$ cat src/rtl/fifo_multichannel_pkg.sv
// Shared types for the multichannel FIFO drain arbiter: channel-index width helper,
// scheduler state encoding and the tag that follows each outstanding FIFO read.
package fifo_multichannel_pkg;

    // Wide enough for any supported channel count; only the low CH_W bits are meaningful.
    localparam int unsigned TagChW = 8;

    function automatic int unsigned ch_w(input int unsigned n);
        return (n > 2) ? $clog2(n) : 1;
    endfunction

    typedef enum logic [0:0] {
        StIdle,
        StBurst
    } arb_state_e;

    typedef struct packed {
        logic [TagChW-1:0] channel;
        logic              last;
    } rd_tag_t;

endpackage

$ cat src/rtl/rr_pointer_arbiter.sv
// Combinational round-robin pick: first set request at or after ptr_i, wrapping to index 0.
module rr_pointer_arbiter
    import fifo_multichannel_pkg::*;
#(
    parameter  int unsigned FIFOS_CNT = 5,
    localparam int unsigned CH_W      = ch_w(FIFOS_CNT)
) (
    input  logic [FIFOS_CNT-1:0] req_i,
    input  logic [CH_W-1:0]      ptr_i,
    output logic [CH_W-1:0]      grant_o,
    output logic                 valid_o
);

    logic            hi_found;
    logic [CH_W-1:0] hi_idx;
    logic [CH_W-1:0] lo_idx;

    // Descending scan so the lowest matching index is the one that sticks.
    always_comb begin
        hi_found = 1'b0;
        hi_idx   = '0;
        lo_idx   = '0;
        for (int j = FIFOS_CNT - 1; j >= 0; j--) begin
            if (req_i[j]) begin
                lo_idx = CH_W'(j);
                if (CH_W'(j) >= ptr_i) begin
                    hi_idx   = CH_W'(j);
                    hi_found = 1'b1;
                end
            end
        end
        grant_o = hi_found ? hi_idx : lo_idx;
    end

    assign valid_o = |req_i;

endmodule

$ cat src/rtl/fifo_multichannel_drain_arbiter.sv
// Round-robin burst drain of a FIFO bank onto one valid/ready stream, tagged with
// source channel and end-of-burst; a 2-entry buffer hides the 1-cycle FIFO read latency.
module fifo_multichannel_drain_arbiter
    import fifo_multichannel_pkg::*;
#(
    parameter  int unsigned RAM_WIDTH = 32,
    parameter  int unsigned FIFOS_CNT = 5,
    parameter  int unsigned MAX_BURST = 16,
    localparam int unsigned CH_W      = ch_w(FIFOS_CNT)
) (
    input  logic                           clk,
    input  logic                           rst,
    input  logic [FIFOS_CNT-1:0]           i_enable_channels,
    input  logic [FIFOS_CNT-1:0]           i_empty_channels,
    input  logic [FIFOS_CNT-1:0]           i_empty_next_channels,
    output logic [FIFOS_CNT-1:0]           o_rd_en_channels,
    input  logic [FIFOS_CNT-1:0]           i_rd_valid_channels,
    input  logic [FIFOS_CNT*RAM_WIDTH-1:0] i_rd_data_channels,
    output logic                           o_valid,
    input  logic                           i_ready,
    output logic [RAM_WIDTH-1:0]           o_data,
    output logic [CH_W-1:0]                o_channel_id,
    output logic                           o_last,
    output logic                           o_busy,
    output logic                           o_protocol_err
);

    localparam int unsigned CntW = ch_w(MAX_BURST);

    arb_state_e      state_q, state_d;
    logic [CH_W-1:0] ptr_q, ptr_d;
    logic [CH_W-1:0] grant_q, grant_d;
    logic [CntW-1:0] cnt_q, cnt_d;
    logic            drained_q, drained_d;
    logic            inflight_q;
    rd_tag_t         tag_q, tag_d;
    logic            err_q;
    logic            rst_dly_q;

    logic [RAM_WIDTH-1:0] buf_data_q [2];
    logic [CH_W-1:0]      buf_ch_q   [2];
    logic                 buf_last_q [2];
    logic [1:0]           buf_cnt_q;

    logic [FIFOS_CNT-1:0] eligible;
    logic [CH_W-1:0]      arb_grant;
    logic                 arb_valid;
    logic                 pop, push, spurious, space_ok;
    logic                 rd_issue, rd_last;
    logic [FIFOS_CNT-1:0] exp_mask;
    logic [RAM_WIDTH-1:0] rd_word;
    logic [CH_W-1:0]      rd_ch;

    assign eligible = i_enable_channels & ~i_empty_channels;

    rr_pointer_arbiter #(
        .FIFOS_CNT(FIFOS_CNT)
    ) u_rr (
        .req_i  (eligible),
        .ptr_i  (ptr_q),
        .grant_o(arb_grant),
        .valid_o(arb_valid)
    );

    assign pop = o_valid & i_ready;
    // buf_count + inflight never exceeds 2, so one free slot means "not full" or a pop this cycle.
    assign space_ok = ~(buf_cnt_q[1] | (buf_cnt_q[0] & inflight_q)) | pop;

    always_comb begin
        state_d   = state_q;
        ptr_d     = ptr_q;
        grant_d   = grant_q;
        cnt_d     = cnt_q;
        drained_d = drained_q;
        tag_d     = tag_q;
        rd_issue  = 1'b0;
        rd_last   = 1'b0;
        unique case (state_q)
            StIdle: begin
                if (arb_valid) begin
                    grant_d   = arb_grant;
                    cnt_d     = '0;
                    drained_d = 1'b0;
                    state_d   = StBurst;
                end
            end
            StBurst: begin
                rd_last = (cnt_q == CntW'(MAX_BURST - 1)) | i_empty_next_channels[grant_q]
                        | ~i_enable_channels[grant_q] | drained_q;
                if (!i_empty_channels[grant_q] && space_ok) begin
                    rd_issue      = 1'b1;
                    tag_d.channel = TagChW'(grant_q);
                    tag_d.last    = rd_last;
                    cnt_d         = cnt_q + CntW'(1);
                    if (rd_last) begin
                        ptr_d   = (grant_q == CH_W'(FIFOS_CNT - 1)) ? '0 : grant_q + CH_W'(1);
                        state_d = StIdle;
                    end
                end else if (i_empty_channels[grant_q]) begin
                    // Channel drained under us without a last: close the burst on the next word.
                    drained_d = 1'b1;
                end
            end
            default: state_d = StIdle;
        endcase
    end

    assign o_rd_en_channels = rd_issue ? (FIFOS_CNT'(1) << grant_q) : '0;

    // Only the channel of the outstanding tag may return data.
    always_comb begin
        exp_mask = '0;
        rd_word  = '0;
        rd_ch    = '0;
        for (int j = 0; j < FIFOS_CNT; j++) begin
            if (inflight_q && (tag_q.channel == TagChW'(j))) begin
                exp_mask[j] = 1'b1;
                rd_word     = i_rd_data_channels[j*RAM_WIDTH +: RAM_WIDTH];
                rd_ch       = CH_W'(j);
            end
        end
    end

    assign push     = |(i_rd_valid_channels & exp_mask);
    assign spurious = |(i_rd_valid_channels & ~exp_mask);

    always_ff @(posedge clk) begin
        rst_dly_q <= rst;
        if (rst) begin
            state_q    <= StIdle;
            ptr_q      <= '0;
            grant_q    <= '0;
            cnt_q      <= '0;
            drained_q  <= 1'b0;
            inflight_q <= 1'b0;
            tag_q      <= '0;
            err_q      <= 1'b0;
        end else begin
            state_q    <= state_d;
            ptr_q      <= ptr_d;
            grant_q    <= grant_d;
            cnt_q      <= cnt_d;
            drained_q  <= drained_d;
            inflight_q <= rd_issue;
            tag_q      <= tag_d;
            // A read issued just before reset returns one cycle later; that is not an error.
            if (spurious && !rst_dly_q) begin
                err_q <= 1'b1;
            end
        end
    end

    always_ff @(posedge clk) begin
        if (rst) begin
            buf_cnt_q <= '0;
            for (int k = 0; k < 2; k++) begin
                buf_data_q[k] <= '0;
                buf_ch_q[k]   <= '0;
                buf_last_q[k] <= 1'b0;
            end
        end else begin
            if (pop) begin
                buf_data_q[0] <= buf_data_q[1];
                buf_ch_q[0]   <= buf_ch_q[1];
                buf_last_q[0] <= buf_last_q[1];
            end
            if (push) begin
                if ((buf_cnt_q == 2'd0) || ((buf_cnt_q == 2'd1) && pop)) begin
                    buf_data_q[0] <= rd_word;
                    buf_ch_q[0]   <= rd_ch;
                    buf_last_q[0] <= tag_q.last;
                end else begin
                    buf_data_q[1] <= rd_word;
                    buf_ch_q[1]   <= rd_ch;
                    buf_last_q[1] <= tag_q.last;
                end
            end
            buf_cnt_q <= buf_cnt_q + {1'b0, push} - {1'b0, pop};
        end
    end

    assign o_valid        = |buf_cnt_q;
    assign o_data         = buf_data_q[0];
    assign o_channel_id   = buf_ch_q[0];
    assign o_last         = buf_last_q[0];
    assign o_busy         = (state_q != StIdle) | inflight_q | o_valid;
    assign o_protocol_err = err_q;

endmodule
$ cat config.mk
export PLATFORM = sky130hd
export DESIGN_NAME = fifo_multichannel_drain_arbiter
export DESIGN_NICKNAME = d
export VERILOG_FILES = /design/src/rtl/fifo_multichannel_pkg.sv /design/src/rtl/rr_pointer_arbiter.sv /design/src/rtl/fifo_multichannel_drain_arbiter.sv
export SDC_FILE = /design/constraint.sdc
export NUM_CORES = 1
export LEC_CHECK = 0
export ABC_AREA = 1
export CAP_MARGIN = 20
export CORE_UTILIZATION = 49
export DETAILED_ROUTE_END_ITERATION = 12
export GPL_ROUTABILITY_DRIVEN = 0
export GPL_TIMING_DRIVEN = 1
export PLACE_DENSITY = 0.86
export SLEW_MARGIN = 40
export SYNTH_ARGS = -nofsm -noshare
export SYNTH_HDL_FRONTEND = slang
export SYNTH_SLANG_ARGS = --single-unit
$ cat constraint.sdc
create_clock -name clk -period 6.3 [get_ports clk]
set_input_delay 0.945 -clock clk [delete_from_list [all_inputs] [get_ports clk]]
set_output_delay 0.945 -clock clk [all_outputs]
set_load 0.03 [all_outputs]
Fig. 1: run 1, wiring heat map
The die is cut into 23 by 23 equal tiles; dark blue is low, red is high, scaled to the fullest tile. Values are wire area over tile area, all layers added.
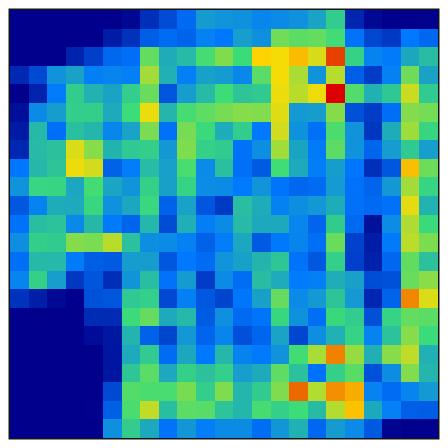
mean over tiles = 0.23
nearly empty tiles = 11%
emptiest ninth of the die = bottom left
fullest tile = 0.69
detail-routed net length per standard cell: 15.2 µm
gr usage total: 27.7%
Routed WL: 17.9 mm
count of vias placed by the detailed router: 6026

Fig. 2: run 1, clock distribution
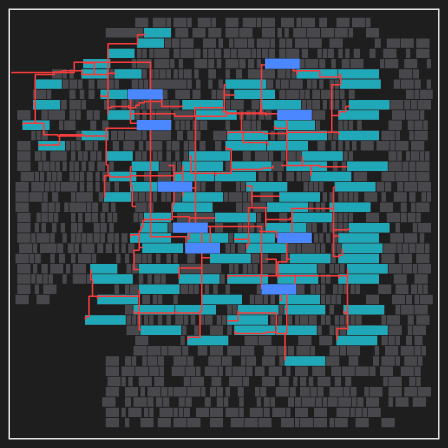
cyan -> flip-flops  # count 93
red -> clock wires  # length 1100 µm
blue -> clock drivers  # count 9
routed clock nets = 10
Max Clock Skew: 0.0130 ns
part of the power in the clock network: 26.2%

Fig. 3: run 1, drive-strength map
The bar under the picture is 20 µm long.
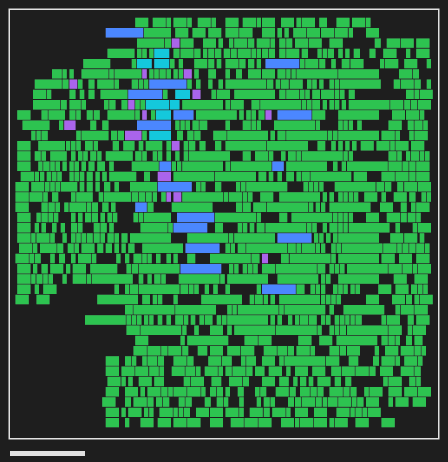
purple -> _2 cells  # cells 15
blue -> _6 and larger  # cells 17
cyan -> _3 and _4 cells  # cells 8
green -> _0 and _1 cells  # cells 970
relative area change from synthesis to final layout: 40.3%
number of non-clock buffers in the layout: 231
Final Cell Area: 8550 µm²
post-route worst setup slack: 2.33 ns

==> results.txt, run 1 <==
Flow results.

- The largest stage delay on the critical path is 0.70 ns.
- For this run, the top clock speed supported by timing is 252 MHz.
- The ratio of routed vias to standard cells is 5.11.
- The height of the chip is 114 µm.
- The report counts max-capacitance violations totalling 0.
- The routing usage on met2 is 49.0%.
- Max-slew check failures listed in the final report amount to 0.
- The post-layout instance count excluding filler cells is 1179.
- The sum of buffers and inverters on the critical path is 2.
- After synthesis, the share of flip-flops with an asynchronous set or reset is 0%.
- The iteration-0 DRC count of the detailed router is 389.
- The synthesis report names the predominant flop master as sky130_fd_sc_hd__edfxtp_1.
- The top routing layer in use is met4.
- The buffers inserted during post-CTS setup optimization is 0.
- The H-tree depth is 3.
- According to the CTS report, the clock sink count is 93.
- The number of fill cells in the layout is 934.
- Ranked by total cell area, the synthesized netlist is headed by sky130_fd_sc_hd__edfxtp_1 35%, sky130_fd_sc_hd__nand2_1 12%, sky130_fd_sc_hd__inv_1 7.2%.
- Counting flops and latches in the post-synthesis netlist gives 93.
- The number of gates resized after CTS is 0.
- The area fraction of the dominant cell type after synthesis is 35.5%.
- Per STA, the library cell used most along the worst path is sky130_fd_sc_hd__nand3_1.
- The estimated wirelength of the detail-placed design is 12.8 mm.
- For this run, global-route usage on met3 was measured as 7.01%.
- The first global-routing pass estimated 27.8 mm of wire.
- In this run, synthesis inferred 72 flip-flops with an integrated enable.
- Note that the worst hold path type here is reg -> reg.
- Summed over all failing endpoints, the final setup total negative slack is 0 ns.
- The transition time at the pin with the least slew margin is 0.834 ns.
- In the CTS report, the clock slew at the register clock pins of the worst setup and hold paths is listed as 0.07 ns.
- Summed over all cells, the static leakage comes to 0.00363 µW.
- The count of nets left with antenna violations once routing finished came out at 0.
- The kind of launch point of the worst setup path is an input port.
- The via count of the first global-routing pass is 5738.
- Per STA, the worst path is made up of clkdlybuf4s50_1 > nand2_1 > nand3_1 > nand3_1 > nand3_1 > nor2_1 > clkdlybuf4s50_1.
- Looking at the setup timing report, the critical path kind is in -> out.
- The initial antenna violation count was 1.
- The finished layout reports a core utilization of 70.9%.
- According to the timing report, the data required time at the worst endpoint equals 5.35 ns.
- Of the available clock period, the critical path in the final layout requires 63.0%.
- The fraction of final layout cells sized beyond drive strength 1 is 3.96%.
- The most frequent logic cell in the layout is sky130_fd_sc_hd__clkdlybuf4s50_1.
- Timing analysis after detailed placement gives a worst setup slack of 2.36 ns.
- The synthesized netlist occupies a cell area of 6090 µm².
- The cell with the largest stage delay on the worst path is sky130_fd_sc_hd__clkdlybuf4s50_1.
- The maximum root-to-sink buffer count is 2.
- The routed length on met1 is 7.13 mm.
- Detailed routing placed a total of 8.90 mm of wire on met2.
- The instance area after placement is 8190 µm².
- The count of placed standard cells including taps is 1160.
- The number of placement rows is 40.
- The total power consumption of the routed design is 2080 µW.
- Across all hold checks on the routed design, the worst slack comes to 0.474 ns.
- The power density of the placed cells is 244 nW/µm².
- The number of nets at floorplan is 1027.
- In this run the full chip footprint comes out at 12900 µm².
- The synth_stat.txt file lists the number of cells as 836.
- After synthesis, the mean cell area works out to 7.29 µm².
- The synthesis run shows the most used standard cells to be 193 x sky130_fd_sc_hd__nand2_1, 117 x sky130_fd_sc_hd__inv_1, 102 x sky130_fd_sc_hd__nor2_1, 81 x sky130_fd_sc_hd__nand3_1, 72 x sky130_fd_sc_hd__edfxtp_1.
- The number of top-level design ports is 227.
- Summed over all instances, the cell type with the most area after synthesis is sky130_fd_sc_hd__edfxtp_1.
- The flow ran to the end, and the final reports show no timing, DRC or antenna violations.
- In this run, post-CTS hold repair placed 0 buffers.
- The clock tree root driver cell is sky130_fd_sc_hd__clkbuf_16.
- The gate family responsible for the most delay along the worst path is buffers and inverters.
- By instance count, the leading cell after synthesis is sky130_fd_sc_hd__nand2_1.
- The global routing stage identified its most utilized layer as met2.
- TritonCTS built the clock tree.
- The initial core utilization is 50.5%.
- The shortest clock period the worst path allows after layout is 3.97 ns.
- The count of final hold-check violations is 0.
- Along the worst path, the maximum fanout reaches 16.
- The final number of setup-violating endpoints is 0.
- The met3 wire length is 1.39 mm.
- The number of warning messages in the logs is 29.
- Post-synthesis, Yosys gives the total cell area as 6090 µm².
- The arrival time of data at the worst endpoint is listed as 3.03 ns.
- Per the cell usage report, the commonest logic cells after layout are 226 x sky130_fd_sc_hd__clkdlybuf4s50_1, 192 x sky130_fd_sc_hd__nand2_1, 116 x sky130_fd_sc_hd__inv_1.
- According to the floorplan report, the die width is 114 µm.
- Across all checked pins, the minimum headroom to the slew limit is 44.4%.
- The count of synthesis-stage warnings from yosys is 0.
- The total overflow left after global routing is 0.
- The highest supply drop recorded on VDD is 0.171 mV.
- Setup repair after global routing left no endpoint under its margin.
- STA classifies the critical path endpoint as an output pin.
- In the routed design, unresolved DRC markers number 0.
- The CTS report gives the tree buffer count as 9.
- The cell count after synthesis came out at 836.
- The number of different library cells used by synthesis comes to 31.
- The number of detailed-route iterations in the first pass is 6.
- The maximum number of pins on one net before global-route repair is 68.
- The register area share after synthesis is 42.4%.
- According to the finish report, the design has a final net count of 1196.
- The count of input and output buffers is 226.
- The core box area is 12100 µm².
- At the later pin of the worst-skew pair, clock insertion delay measures 0.34 ns.
- On met1, the global router reports a usage of 32.1%.
run 1: cell families (layout without fill, tap and decap cells):
| kind of cell | count (synthesis) | after routing | synth area share [%] |
|---|---|---|---|
| simple gates | 437 | 437 | 31.5 |
| fa+ha+maj | 8 | 8 | 1.64 |
| buf+inv | 193 | 367 | 14.9 |
| compound gates | 103 | 103 | 9.28 |
| flops | 93 | 93 | 42.4 |
| other cells | 0 | 1 | 0 |
| xor+xnor | 2 | 2 | 0.288 |
run 1: sequential cells by signal (all words and copies together), names as in the netlist:
| register | cells |
|---|---|
| drained_q | 1 |
| buf_ch_q | 6 |
| ptr_q | 3 |
| rst_dly_q | 1 |
| inflight_q | 1 |
| state_q | 1 |
| grant_q | 3 |
| buf_data_q | 64 |
| buf_last_q | 2 |
| tag_q | 4 |
| o_protocol_err | 1 |
| buf_cnt_q | 2 |
| cnt_q | 4 |
run 1: layout make-up:
class	count	area [µm²]	area share, %
diodes	1	2.50	0.0293
clock buffers	9	225	2.64
clock inverters	7	71.3	0.834
inverters	120	450	5.27
multi-input cells	550	2640	30.9
flip-flops and latches	93	2580	30.2
well taps	168	210	2.46
repair buffers	231	2370	27.7
run 1: final timing paths:
check,start,to,slack (ns),cells past startpoint
worst max-delay path,i_empty_channels[2],o_rd_en_channels[4],2.33,7
worst min-delay path,o_protocol_err,o_protocol_err,0.47,2
worst max register to register,tag_q[2],buf_last_q[0][0],3.00,10
worst min register to register,o_protocol_err,o_protocol_err,0.47,2
run 1: where the power goes:
part	total (µW)	switching [µW]	internal (µW)
clock	547	237	310
combinational	714	424	290
sequential	824	52.4	772
total	2080	713	1370
run 1: worst min-delay path, cell delays in order, from the launching register on:
cell and delay (ns):
sky130_fd_sc_hd__dfxtp_1 0.33, sky130_fd_sc_hd__a21oi_1 0.04, sky130_fd_sc_hd__nor2_1 0.07
Fig. 4: run 1, cell outlines without signal wires
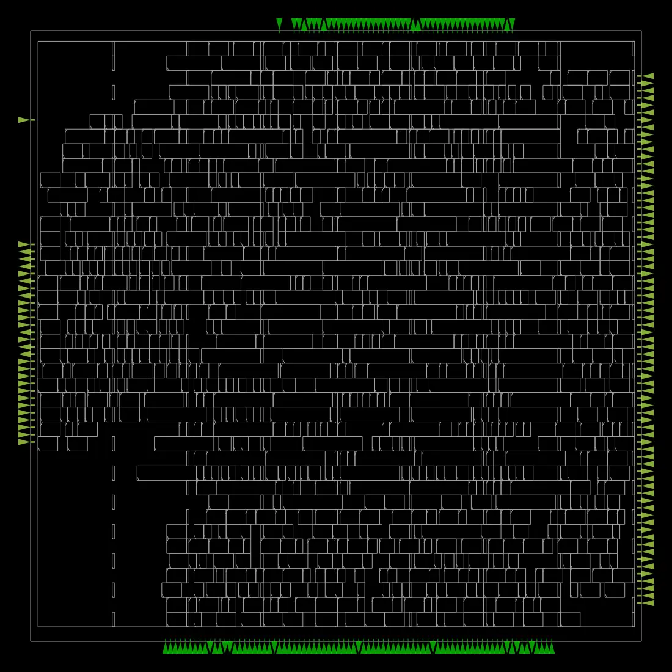

==> run 2: changes to the inputs <==
CORE_UTILIZATION = 41   (was 49)
PLACE_DENSITY = 0.77   (was 0.86)
clock period = 3.2 ns   (was 6.3 ns; I/O delays follow)
Fig. 5: run 2, cell outlines without signal wires
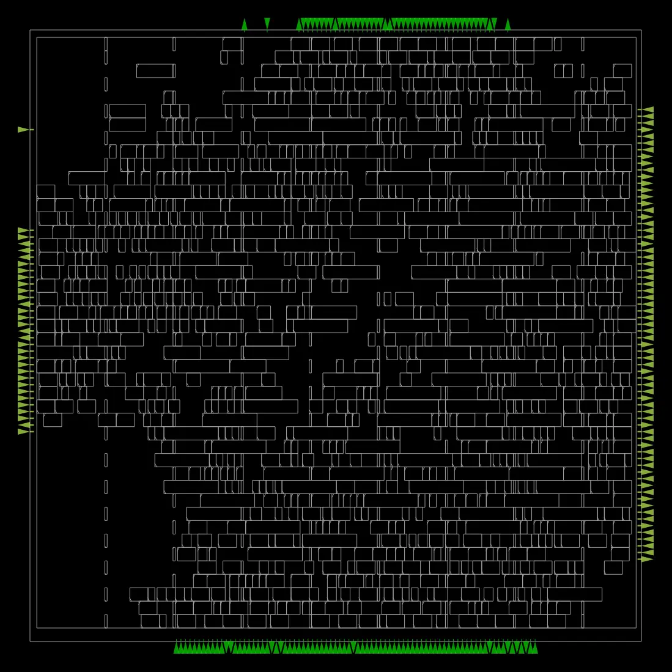
Site Rows: 44
post-route non-filler standard cell count: 1205
placeable core area: 14500 µm²
final standard cell utilization of the core: 58.8%
number of tapcells: 184

==> run 2 against run 1 <==
Compared with the run above: sequential cell count did not move; synthesized cell count is the same; clock power increased by 76%; area after synthesis is the same; clock skew decreased by 0.0056 ns; final area about the same; largest power group unchanged; via count is 1.7% lower; utilization fell by 12 points; clock-buffer cell count rose by 2; first-iteration DRC count shrank 0.77%; sequential power increased by 94%; critical endpoint unchanged.
==> results.txt, run 2 <==
Flow results.

- Status: completed (unchanged).
- The transition time at the pin with the least slew margin is 0.781 ns (was 0.834 ns).
- The overall track demand over capacity in global routing is 23.7% (was 27.7%).
- The clock tree root driver cell is sky130_fd_sc_hd__clkbuf_16 (unchanged).
- The TritonCTS clock tree is done (unchanged).
- The hold-critical path depth is 2 (unchanged).
- The worst vdd rail ir drop is 0.297 mV (was 0.171 mV).
- The number of gates resized after CTS was 0 (unchanged).
- The buffers inserted during post-CTS setup optimization is 0 (unchanged).
- The shortest clock period the worst path allows after layout is 2.91 ns.
- The CTS sink count was 93 (unchanged).
- The synthesis-to-finish area growth was 40.4% (was 40.3%).
- The number of instances in the synthesized netlist is 836 (unchanged).
- The most frequent cell after synthesis is sky130_fd_sc_hd__nand2_1 (unchanged).
- The final setup TNS came to 0 ns (unchanged).
- The iteration-0 DRC count of the detailed router is 386 (was 389).
- The power density of the placed cells is 466 nW/µm² (was 244 nW/µm²).
- The post-synth design cell area is 6090 µm² (unchanged).
- The static power due to leakage was 0.00365 µW (was 0.00363 µW).
- The chip area in the Yosys report came to 6090 µm² (unchanged).
- The number of warning messages in the logs came to 29 (unchanged).
- The met3 track utilization from global routing is 4.85% (was 7.01%).
- The global-route wire length before repair was 27.4 mm (was 27.8 mm).
- The kind of launch point of the worst setup path is a flop (was input port).
- The final-layout clock-cell area share was 3.04% (was 3.47%).
- The sequential cell area in the final layout was 2580 µm² (unchanged).
- The reported clock group power was 960 µW (was 547 µW).
- The number of antenna-violating nets in the routed design came to 0 (unchanged).
- The share of total power in sequential cells came to 40.3% (was 39.6%).
- The depth of the most critical reg-to-reg path came to 9 (was 10).
- The via count of the first global-routing pass is 5541 (was 5738).
- The register area share after synthesis is 42.4% (unchanged).
- The most frequent logic cell in the layout is sky130_fd_sc_hd__clkdlybuf4s50_1 (unchanged).
- The number of top-level design ports is 227 (unchanged).
- The maximum number of pins on one net before global-route repair is 59 (was 68).
- The required time at the endpoint of the critical path came to 2.72 ns (was 5.35 ns).
- The flow reports an fmax of 344 MHz.
- The ratio of routed vias to standard cells is 4.91 (was 5.11).
- The synthesized area per cell is 7.29 µm² (unchanged).
- The most used routing layer is met2 (unchanged).
- The initial core utilization is 41.9% (was 50.5%).
- The routed via count is 5922 (was 6026).
- The number of enable flip-flop cells is 72 (unchanged).
- The worst hold path class is reg -> reg (unchanged).
- The power share of the combinational group is 35.6% (was 34.2%).
- The remaining global-route overflow is 0 (unchanged).
- The count of input and output buffers came to 226 (unchanged).
- The total power consumption of the routed design is 3980 µW (was 2080 µW).
- The fraction of the cycle the final worst path needs is 90.9%.
- The switching share of power is 34.2% (about the same).
- The H-tree depth is 3 (unchanged).
- The count of maximum capacitance violations came to 0 (unchanged).
- The max-slew violation count is 0 (unchanged).
- The flip-flop and latch count is 93 (unchanged).
- The number of flip-flops in the largest register came to 64 (unchanged).
- The leading cell category by total area is multi-input combinational cells (unchanged).
- The fraction of final layout cells sized beyond drive strength 1 was 4.60% (was 3.96%).
- The width of the chip came to 124 µm (was 114 µm).
- The fraction of area in multi-input gates is 30.6% (was 30.9%).
- The combinational power is 1420 µW (was 714 µW).
- The estimated wirelength of the detail-placed design is 13.0 mm (was 12.8 mm).
- The cell type with the highest aggregate area in the netlist is sky130_fd_sc_hd__edfxtp_1 (unchanged).
- The total wirelength of the detailed-routed design is 17.9 mm (about the same).
- Largest registers: buf_data_q x64, buf_ch_q x6 (unchanged).
- The floorplan die area was 15400 µm² (was 12900 µm²).
- The number of signal-net buffers in the layout came to 242 (was 231).
- Commonest cells after routing, fill and taps aside: 226 x sky130_fd_sc_hd__clkdlybuf4s50_1, 192 x sky130_fd_sc_hd__nand2_1, 117 x sky130_fd_sc_hd__inv_1 (was 226 x sky130_fd_sc_hd__clkdlybuf4s50_1, 192 x sky130_fd_sc_hd__nand2_1, 116 x sky130_fd_sc_hd__inv_1).
- The number of nets at floorplan is 1027 (unchanged).
- The count of synthesis-stage warnings from yosys is 0 (unchanged).
- The post-CTS clock slew at the launch and capture registers of the worst setup and hold paths was 0.06 ns (was 0.07 ns).
- The worst slew slack as a fraction of its limit is 47.9% (was 44.4%).
- The async set-or-reset flop fraction in the synthesized netlist was 0% (unchanged).
- The global-route track usage on met1 is 28.7% (was 32.1%).
- The unique cell type count in the Yosys netlist is 31 (unchanged).
- The non-clock inverter instance count of the final layout is 120 (unchanged).
- The routing usage on met2 was 41.4% (was 49.0%).
- Most used standard cells in the synthesized netlist: 193 x sky130_fd_sc_hd__nand2_1, 117 x sky130_fd_sc_hd__inv_1, 102 x sky130_fd_sc_hd__nor2_1, 81 x sky130_fd_sc_hd__nand3_1, 72 x sky130_fd_sc_hd__edfxtp_1 (unchanged).
- The initial antenna violation count is 0 (was 1).
- The clock network fraction of total power is 24.1% (was 26.2%).
- Unrepaired setup endpoints after global routing: false (unchanged).
- The most used flip-flop cell after synthesis was sky130_fd_sc_hd__edfxtp_1 (unchanged).
- The clock buffer count is 11 (was 9).
- The worst-case clock skew is 0.00734 ns (was 0.0130 ns).
- The internal power summed over all cells is 2620 µW (was 1370 µW).
- The element type at the critical path end is an output pin (unchanged).
- The net switching power came to 1360 µW (was 713 µW).
- The largest driver fanout on the critical path came to 11 (was 16).
- The register share of the cell area was 30.2% (about the same).
- The number of nets in the final layout is 1207 (was 1196).
- The number of fill cells in the layout is 1309 (was 934).
- The critical path start-end classification is reg -> out (was in -> out).
- The count of multi-input gates is 550 (unchanged).
- The total cells reported by yosys after synthesis is 836 (unchanged).
- The number of detailed-route iterations in the first pass is 5 (was 6).
- The number of DRC violations after detailed routing came to 0 (unchanged).
- The height of the chip is 124 µm (was 114 µm).
- The instance area after placement is 8290 µm² (was 8190 µm²).
- The arrival time of data at the critical path endpoint is 2.43 ns (was 3.03 ns).
- The combinational gate area came to 2620 µm² (was 2640 µm²).
- The top contributor to total power is registers (unchanged).
- The cell area after layout is 8550 µm² (about the same).
- The maximum root-to-sink buffer count is 2 (unchanged).
- The number of CTS-inserted buffers is 9 (unchanged).
- The area share of buffers outside the clock network is 28.2% (was 27.7%).
- The number of hold buffers added after cts came to 0 (unchanged).
- The final number of setup-violating endpoints came to 0 (unchanged).
- The register ranked first by flip-flop count is buf_data_q (unchanged).
- Top cells, area: sky130_fd_sc_hd__edfxtp_1 35%, sky130_fd_sc_hd__nand2_1 12%, sky130_fd_sc_hd__inv_1 7.2% (unchanged).
- The number of antenna repair diodes is 0 (was 1).
- The worst-skew pair later-pin latency was 0.34 ns (about the same).
- The area fraction of the dominant cell type after synthesis is 35.5% (unchanged).
- The count of final hold-check violations came to 0 (unchanged).
- The power attributed to sequential cells is 1600 µW (was 824 µW).
- The wire length per cell is 14.8 µm (was 15.2 µm).
- The post-synthesis register bit count is 93 (unchanged).
## run 2: cell counts after synthesis
No cell type changed its count.
## run 2: critical path, cell delays in order, from the launching register on
cell and delay (ns):
sky130_fd_sc_hd__dfxtp_1 0.54, sky130_fd_sc_hd__inv_1 0.22, sky130_fd_sc_hd__nand2_1 0.10, sky130_fd_sc_hd__nand3_1 0.07, sky130_fd_sc_hd__nand3_1 0.11, sky130_fd_sc_hd__nand3_1 0.20
sky130_fd_sc_hd__nor2_1 0.16, sky130_fd_sc_hd__clkdlybuf4s50_1 0.69
## run 2: final timing paths
kind / slack, ns / start / to
worst max register to register: 0.73 / tag_q[1] / buf_data_q[0][2]
worst max-delay path: 0.29 / grant_q[0] / o_rd_en_channels[4]
worst min register to register: 0.47 / o_protocol_err / o_protocol_err
worst min-delay path: 0.47 / o_protocol_err / o_protocol_err
## run 2: metrics by stage
stage                     cells  setup WS, ns  hold slack (ns)  util, %
after CTS                  1205         0.273            0.476     58.8
after global routing       1205        0.0876            0.517     58.8
final                      1205         0.293            0.471     58.8
after detailed placement   1189         0.524            0.461     57.0
after floorplan             836         0.274            0.438        -
after global placement     1189         0.552            0.451     57.0
## run 2: routing by layer
metal / routed length (µm) / share of wire [%] / up-vias
li1: - / - / 3010
met3: 1320 / 7.4 / 26
met2: 8670 / 49 / 184
met4: 369 / 2.1 / 0
met1: 7510 / 42 / 2702
met5: 0 / 0 / -
## run 2: cells by family after synthesis
kind of cell / share of synthesized area (%)
AND-OR/OR-AND: 9.28
XOR/XNOR: 0.288
adder cells (fa/ha/maj): 1.64
buffers and inverters: 14.9
flip-flops: 42.4
AND/OR/NAND/NOR: 31.5
Fig. 6: run 2, where the registers sit
The bar under the picture is 20 µm long. Other sequential cells in the stronger grey, the rest of the logic in the fainter grey.
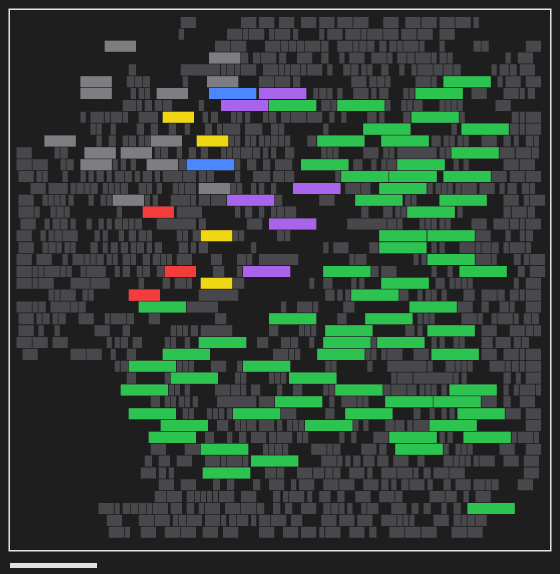

==> run 3: changes to the inputs <==
CORE_MARGIN = 10   (was default)
Fig. 7: run 3, where the registers sit
The bar under the picture is 50 µm long. Other sequential cells in the stronger grey, the rest of the logic in the fainter grey.
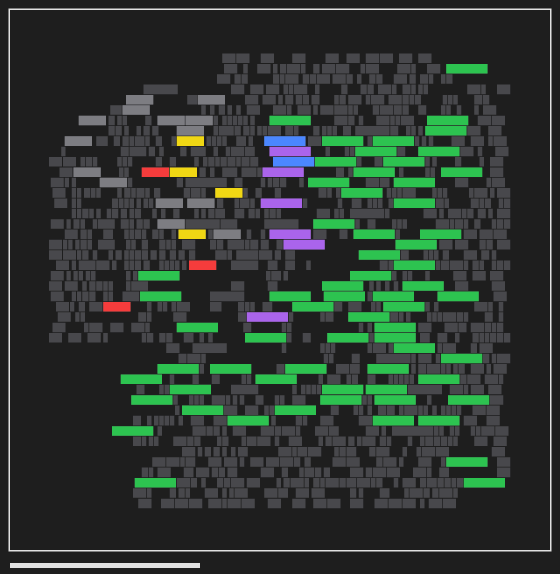
red -> `grant_q`  # placed flops 3
yellow -> `tag_q`  # placed flops 4
purple -> `buf_ch_q`  # placed flops 6, where middle
blue -> `buf_last_q`  # placed flops 2
green -> `buf_data_q`  # placed flops 64
final standard cell utilization of the core: 59.3%
sequential-cell power consumption: 1610 µW
Register Area: 2580 µm²
sequential share of cell area: 30.0%

==> run 3 against run 2 <==
Compared with the run above: final area up 0.72%; combinational power about the same; non-clock buffer count up 1; hold slack better by 0.0066 ns.
==> results.txt, run 3 <==
Flow results.

- Status: completed (unchanged).
- The number of CTS-inserted buffers was 9 (unchanged).
- Commonest cells after routing, fill and taps aside: 226 x sky130_fd_sc_hd__clkdlybuf4s50_1, 192 x sky130_fd_sc_hd__nand2_1, 117 x sky130_fd_sc_hd__inv_1 (unchanged).
- The kind of launch point of the worst setup path is a flop (unchanged).
- The simple-gate share of the synthesized area is 31.5% (unchanged).
- The number of nets in the final layout is 1208 (was 1207).
- The worst-case clock skew is 0.0108 ns (was 0.00734 ns).
- Unrepaired setup endpoints after global routing: false (unchanged).
- The worst-skew pair later-pin latency is 0.35 ns (was 0.34 ns).
- The routed via count is 6064 (was 5922).
- The required time at the endpoint of the critical path is 2.72 ns (about the same).
- The worst slew slack as a fraction of its limit is 50.5% (was 47.9%).
- The count of input and output buffers came to 226 (unchanged).
- The power share of the combinational group is 34.3% (was 35.6%).
- The count of final hold-check violations was 0 (unchanged).
- The maximum root-to-sink buffer count is 2 (unchanged).
- The number of flip-flops in the largest register is 64 (unchanged).
- The final setup TNS is 0 ns (unchanged).
- The iteration-0 DRC count of the detailed router is 445 (was 386).
- The total cells reported by yosys after synthesis is 836 (unchanged).
- The largest stage delay on the critical path is 0.70 ns (was 0.69 ns).
- The cell with the largest stage delay on the worst path is sky130_fd_sc_hd__clkdlybuf4s50_1 (unchanged).
- The net switching power is 1400 µW (was 1360 µW).
- The H-tree depth is 3 (unchanged).
- The core box area came to 14500 µm² (unchanged).
- The estimated wirelength of the detail-placed design is 15.2 mm (was 13.0 mm).
- The post-synth design cell area was 6090 µm² (unchanged).
- The unique cell type count in the Yosys netlist came to 31 (unchanged).
- The maximum number of pins on one net before global-route repair is 41 (was 59).
- The overall track demand over capacity in global routing was 19.2% (was 23.7%).
- The critical path start-end classification is reg -> out (unchanged).
- The count of maximum capacitance violations is 0 (unchanged).
- The count of synthesis-stage warnings from yosys is 0 (unchanged).
- The number of nets at floorplan is 1027 (unchanged).
- The worst hold path class is reg -> reg (unchanged).
- The top contributor to total power is registers (unchanged).
- The initial antenna violation count was 1 (was 0).
- The most frequent cell after synthesis is sky130_fd_sc_hd__nand2_1 (unchanged).
- The register ranked first by flip-flop count is buf_data_q (unchanged).
- The floorplan die area is 20100 µm² (was 15400 µm²).
- The TritonCTS clock tree is done (unchanged).
- The buffers inserted during post-CTS setup optimization is 0 (unchanged).
- The worst vdd rail ir drop is 0.439 mV (was 0.297 mV).
- The largest driver fanout on the critical path is 11 (unchanged).
- List of cells traversed by the critical path: inv_1 > nand2_1 > nand3_1 > nand3_1 > nand3_1 > nor2_1 > clkdlybuf4s50_1 (unchanged).
- The number of warning messages in the logs came to 29 (unchanged).
- The max-slew violation count was 0 (unchanged).
- Most used standard cells in the synthesized netlist: 193 x sky130_fd_sc_hd__nand2_1, 117 x sky130_fd_sc_hd__inv_1, 102 x sky130_fd_sc_hd__nor2_1, 81 x sky130_fd_sc_hd__nand3_1, 72 x sky130_fd_sc_hd__edfxtp_1 (unchanged).
- The main logic family after synthesis is simple AND/OR/NAND/NOR gates (unchanged).
- The hold slack is 0.478 ns (was 0.471 ns).
- The via count of the first global-routing pass was 5829 (was 5541).
- The maximum operating frequency is 343 MHz (was 344 MHz).
- The number of instances in the synthesized netlist is 836 (unchanged).
- The async set-or-reset flop fraction in the synthesized netlist is 0% (unchanged).
- The number of DRC violations after detailed routing came to 0 (unchanged).
- The number of detailed-route iterations in the first pass came to 5 (unchanged).
- The fraction of the mapped netlist area in compound gates is 9.28% (unchanged).
- The share of total power in sequential cells is 38.5% (was 40.3%).
- The xor/xnor cell area share of the yosys netlist is 0.288% (unchanged).
- The internal power summed over all cells is 2770 µW (was 2620 µW).
- Largest registers: buf_data_q x64, buf_ch_q x6 (unchanged).
- Top cells, area: sky130_fd_sc_hd__edfxtp_1 35%, sky130_fd_sc_hd__nand2_1 12%, sky130_fd_sc_hd__inv_1 7.2% (unchanged).
- The fraction of final layout cells sized beyond drive strength 1 is 4.80% (was 4.60%).
- The post-CTS clock slew at the launch and capture registers of the worst setup and hold paths is 0.06 ns (about the same).
- The number of hold buffers added after cts came to 0 (unchanged).
- The register area share after synthesis came to 42.4% (unchanged).
- The post-synthesis register bit count came to 93 (unchanged).
- The adder-cell share of the synthesized area is 1.64% (unchanged).
- The arrival time of data at the critical path endpoint is 2.43 ns (about the same).
- The transition time at the pin with the least slew margin is 0.741 ns (was 0.781 ns).
- The CTS sink count is 93 (unchanged).
- The element type at the critical path end is an output pin (unchanged).
- The chip area in the Yosys report came to 6090 µm² (unchanged).
- The number of fill cells in the layout came to 1296 (was 1309).
- The number of antenna-violating nets in the routed design is 0 (unchanged).
- The instance area after placement is 8300 µm² (was 8290 µm²).
- The wire length per cell is 16.8 µm (was 14.8 µm).
- The final number of setup-violating endpoints is 0 (unchanged).
- The power density of the placed cells is 485 nW/µm² (was 466 nW/µm²).
- The number of enable flip-flop cells was 72 (unchanged).
- The synthesized area per cell is 7.29 µm² (unchanged).
- The width of the chip was 142 µm (was 124 µm).
- The clock tree root driver cell is sky130_fd_sc_hd__clkbuf_16 (unchanged).
- The area fraction of the dominant cell type after synthesis was 35.5% (unchanged).
- The number of top-level design ports is 227 (unchanged).
- The global-route wire length before repair was 30.9 mm (was 27.4 mm).
- The cell repeated most along the worst path was sky130_fd_sc_hd__nand3_1 (unchanged).
- The fraction of synthesized area in multiplexers is 0% (unchanged).
- The fraction of the cycle the final worst path needs came to 91.0% (was 90.9%).
- The reported clock group power is 1140 µW (was 960 µW).
- The ratio of routed vias to standard cells is 5.03 (was 4.91).
- The total power consumption of the routed design came to 4180 µW (was 3980 µW).
- The remaining global-route overflow is 0 (unchanged).
- The static power due to leakage was 0.00367 µW (was 0.00365 µW).
- The combinational power is 1430 µW (was 1420 µW).
- The initial core utilization is 41.9% (unchanged).
- The number of placement rows is 44 (unchanged).
- The height of the chip came to 142 µm (was 124 µm).
- The clock network fraction of total power came to 27.2% (was 24.1%).
- The cell area after layout is 8610 µm² (was 8550 µm²).
- The number of gates resized after CTS is 0 (unchanged).
- The most used flip-flop cell after synthesis is sky130_fd_sc_hd__edfxtp_1 (unchanged).
- The shortest clock period the worst path allows after layout is 2.91 ns (about the same).
- The synthesis-to-finish area growth is 41.4% (was 40.4%).
- The switching share of power is 33.6% (was 34.2%).
- The cell type with the highest aggregate area in the netlist is sky130_fd_sc_hd__edfxtp_1 (unchanged).
- The total wirelength of the detailed-routed design is 20.2 mm (was 17.9 mm).
- The most frequent logic cell in the layout is sky130_fd_sc_hd__clkdlybuf4s50_1 (unchanged).
==> run 3: worst paths after layout <==
| path | startpoint | endpoint | slack [ns] | cells past startpoint |
|---|---|---|---|---|
| worst min-delay path | o_protocol_err | o_protocol_err | 0.48 | 2 |
| worst max register to register | inflight_q | buf_cnt_q[1] | 0.65 | 13 |
| worst max-delay path | grant_q[0] | o_rd_en_channels[3] | 0.29 | 7 |
| worst min register to register | o_protocol_err | o_protocol_err | 0.48 | 2 |
==> run 3: worst max-delay path: cells and delay by family, from the launching register on <==
| family | cells | cell delay, ns |
|---|---|---|
| and+or+nand+nor | 5 | 0.64 |
| DFF | 1 | 0.55 |
| buffers and inverters | 2 | 0.89 |
==> run 3: layer usage <==
layer  routed length (µm)  global-route usage (%)
met3                 1760                    4.84
met5                    0                       0
met1                 7930                    22.9
met2                10100                    33.1
met4                  369                    5.97
==> run 3: cells by family after synthesis <==
logic type	count (synthesis)
buf+inv	193
fa+ha+maj	8
compound gates	103
flops	93
simple gates	437
xor+xnor	2
==> run 3: final cells by class <==
class / count / area (µm²) / share of cell area (%)
inverter: 120 / 450 / 5.23
clock buffer: 9 / 225 / 2.62
multi-input combinational: 550 / 2620 / 30.4
tap: 184 / 230 / 2.67
sequential: 93 / 2580 / 30.0
clock inverter: 6 / 86.3 / 1.00
antenna: 1 / 2.50 / 0.0291
timing repair buffer: 243 / 2410 / 28.0
==> run 3: stage by stage <==
| stage | utilization, % | cells | setup slack (ns) |
|---|---|---|---|
| 3_3_place_gp | 57.1 | 1190 | 0.551 |
| 5_1_grt | 59.3 | 1206 | 0.0962 |
| 3_5_place_dp | 57.1 | 1190 | 0.492 |
| 4_1_cts | 59.2 | 1205 | 0.289 |
| 6_report | 59.3 | 1206 | 0.289 |
| 2_1_floorplan | - | 836 | 0.274 |
Power and IR drop assume default switching activity.
